Design gain_divider_flat, sky130hd; sources not shown.
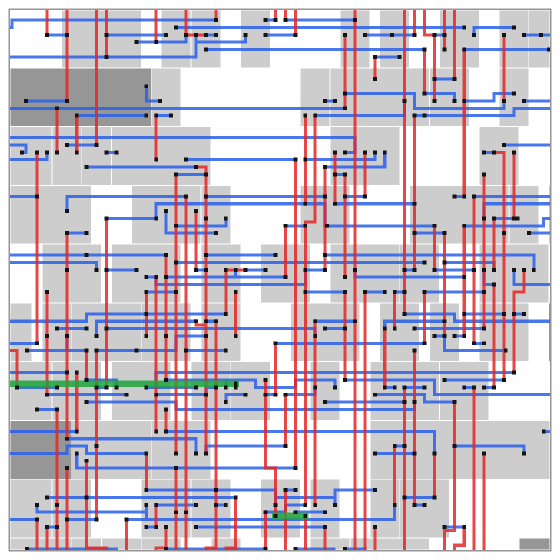
*Zoomed window*
Region (62, 62) to (87, 87) um. Cells in grey, sequential cells in the stronger grey; small squares are vias.
metal 3: marked green. metal 1: marked blue. metal 2: marked red.
Most frequent: nand2_1 (10), a21oi_1 (6). Sequential cells in the window: 1. 61 logic cells have their middle in the window.

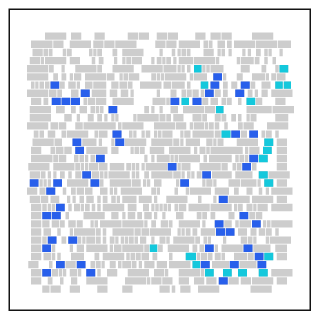
*Gate-type map*
Drawn at 3 px/um.
non-inverting ao/oa cells: marked cyan, cells 22. xor and xnor cells: marked blue, cells 53.
logic share of the area: 0.5070
Cell Count, Final, Fillers Out: 788

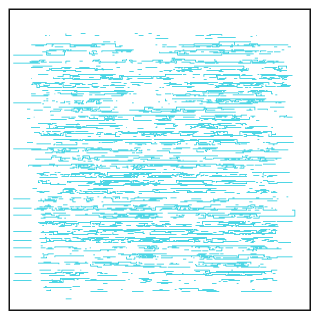
*Met1 routing*
Drawn at 3 px/um.
681 nets have wire on it. The layer holds 42% of the routed length.
wirelength, routed: 13380 um
met1 usage in global routing: 0.3209
via count: 4726

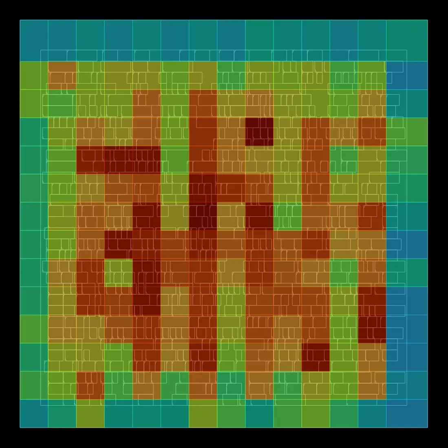
*Routing congestion*
fin util: 0.7421
M3 GR Usage: 0.03336

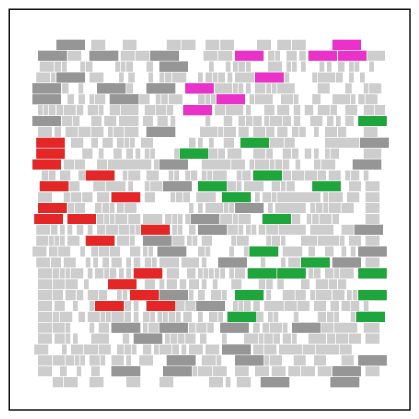
*Where the registers sit*
Drawn at 4 px/um. Other sequential cells in the stronger grey, the rest of the logic in the fainter grey.
u_core.q_q: marked red, flops 16, where west. u_core.d_q: marked magenta, flops 8. u_core.r_q: marked green, flops 17.
Another 42 sequential cells are not coloured.
sequential power: 0.000906 W
flop share of the area: 0.2868

==> flow_metrics.py <==
# Physical implementation metrics
metrics = {
    "logic_synthesis": {
        "numSynthFlops": 83,
        "syn-num-nets": 651,
        "synth_area_um2": 4842,
        "async_flop_share": 0,
        "syn_inst": 610,
        "edf_count": 0,
        "yosysChipArea_um2": 4842,
        "ys_warn_count": 0,
        "syn_area_per_cell_um2": 7.938,
        "ys_types": 59,
        "synthFlopType": "dfxtp_1",
        "ys_cells": 610,
    },
    "placed_design": {
        "place_congestion": 0.8922,
        "dpl-instance-area_um2": 5580,
        "dp_cells": 773,
        "dp_hpwl_um": 10350,
        "place_ws_ns": 0.6281,
        "io_buffers": 61,
    },
    "grt": {
        "antenna_found_initial": 0,
        "grt_first_pass_wirelength_um": 21710,
        "grt_use_total": 0.2691,
        "grt_max_degree": 15,
        "grt_pass1_vias": 4607,
    },
    "clocking": {
        "clock_sinks": 83,
        "cts_buffers": 9,
        "cts_resized": 0,
        "clkLatencyLatePin_ns": 0.36,
        "cts_tree": "done",
        "cts_htree_levels": 3,
        "cts_root_buffer": "clkbuf_8",
        "clk_pin_slew_ns": 0.09,
        "hold_buffers": 0,
    },
    "flow_run": {
        "warning_count": 26,
        "cap_violations": 0,
    },
    "power_and_ir_drop": {
        "switching_power_w": 0.001917,
        "p_leak_nw": 2.182,
        "power.internal_w": 0.002075,
        "p_comb_frac": 0.632,
        "p_clk_frac": 0.141,
        "switching_share": 0.4803,
        "peakVddDrop_uv": 330.5,
        "p_seq_frac": 0.227,
        "power_w": 0.003992,
    },
    "critical_path": {
        "startpoint_type": "register",
        "reg2reg_slack_ns": 0.92,
        "critPathKind": "register to register",
        "critPathRequiredTime_ns": 5.06,
        "worst-path-max-fanout": 10,
        "end_kind": "register",
    },
    "sta": {
        "post-route-period-util": 0.8085,
        "fin_worst_skew_ns": 0.01369,
        "setup_tns_ns": 0,
        "finalCriticalPeriod_ns": 3.881,
        "whs_ns": 0.4586,
        "slew-limit-headroom": 0.5673,
        "grt_setup_unrepaired": "no",
        "timing_hold_violations_final": 0,
        "slew_violations": 0,
        "worstMarginPinSlew_ns": 0.6310,
    },
    "detailed_routing": {
        "via_per_inst": 5.997,
        "drt_iter0_drc": 392,
        "ant_nets": 0,
        "drc_errors": 0,
        "drtPass1Iterations": 5,
    },
    "hold_path": {
        "hp-class": "register to register",
        "hold_path_depth": 2,
    },
    "die": {
        "ios": 63,
        "die_area_um2": 9967,
        "die_y_um": 99.84,
        "fp_util": 0.6202,
        "std_cell_rows": 32,
        "core_um2": 7807,
    },
    "cells_and_area": {
        "drive_gt1_frac": 0.04956,
        "antenna_cells_inserted": 0,
        "largest_register_ff_count": 17,
        "layout_top_cells": "dfxtp_1 (83), nor2_1 (81), nand2_1 (65), clkdlybuf4s50_1 (61), a21oi_1 (56)",
        "fin_nets": 723,
        "finalInstanceArea_um2": 5794,
        "area_growth_pct": 19.66,
    },
    "run_status": {
        "outcome": "finished, final reports clean",
    },
}
-- cell type report --
type | instances | area [um^2] | area share
tap | 102 | 127.6 | 0.02203
sequential | 83 | 1662 | 0.2868
clock inverter | 6 | 90.09 | 0.01555
clock buffer | 9 | 123.9 | 0.02138
timing repair buffer | 61 | 610.6 | 0.1054
buffer | 42 | 166.4 | 0.02872
inverter | 19 | 76.32 | 0.01317
multi-input combinational | 466 | 2938 | 0.5070
-- critical path, cell delays in order (launching register included) --
cell,delay (ns)
dfxtp_1,0.37
ha_1,0.29
clkbuf_1,0.38
nand4_1,0.18
o31a_1,0.37
nand4b_4,0.22
clkbuf_1,0.46
mux2i_1,0.36
ha_1,0.21
nand2_1,0.20
or2_1,0.31
a21o_1,0.18
a32o_1,0.24
-- logic make-up after synthesis --
kind of cell / after synthesis / synth area share
xor gates and xnor gates: 53 / 0.09586
muxes: 10 / 0.02067
buffers and inverters: 61 / 0.05013
and+or+nand+nor: 216 / 0.2139
DFF: 83 / 0.3432
adders and majority gates: 13 / 0.03514
AOI/OAI and AO/OA: 174 / 0.2411
-- Yosys cell counts, types with 2 or more instances --
master | n | area [um^2]
a211oi_1 | 13 | 97.59
a21o_1 | 7 | 52.55
a21oi_1 | 56 | 280.3
a221oi_1 | 5 | 43.79
a22o_1 | 11 | 96.34
a22oi_1 | 17 | 127.6
a31oi_1 | 15 | 93.84
and2_1 | 2 | 12.51
and3_1 | 3 | 18.77
buf_1 | 3 | 11.26
clkbuf_1 | 37 | 138.9
dfxtp_1 | 83 | 1662
ha_1 | 12 | 150.1
inv_1 | 18 | 67.56
mux2i_1 | 10 | 100.1
nand2_1 | 65 | 244.0
nand2b_1 | 3 | 18.77
nand3_1 | 11 | 55.05
nand3b_1 | 2 | 15.01
nand4_1 | 2 | 12.51
nor2_1 | 81 | 304.0
nor2b_1 | 5 | 31.28
nor3_1 | 11 | 55.05
nor3b_1 | 2 | 15.01
nor4_1 | 6 | 37.54
o211ai_1 | 3 | 22.52
o21ai_0 | 23 | 115.1
o31ai_1 | 6 | 45.04
o41ai_1 | 3 | 26.28
o41ai_2 | 3 | 48.80
or2_2 | 4 | 25.02
or3_1 | 4 | 25.02
or4_1 | 7 | 52.55
xnor2_1 | 23 | 201.4
xor2_1 | 30 | 262.8
-- layer usage --
layer  track usage  wire [um]  vias up
li1              -          -     2313
met1        0.3209       5564     2235
met2        0.4772       6757      143
met3       0.03336        604       35
met4        0.1292        456        0
met5             0          0        -
-- power groups by stage --
| stage | Sequential [W] | Clock, W | Combinational (W) |
|---|---|---|---|
| floorplan | 0.000926 | 0 | 0.00192 |
| global placement | 0.000912 | 0 | 0.00243 |
| detailed placement | 0.000917 | 0 | 0.00249 |
| CTS | 0.000902 | 0.000562 | 0.00250 |
| global route | 0.000918 | 0.000593 | 0.00278 |
| finish | 0.000906 | 0.000562 | 0.00252 |
No activity file was given, so power comes from the tool's default toggle rates.
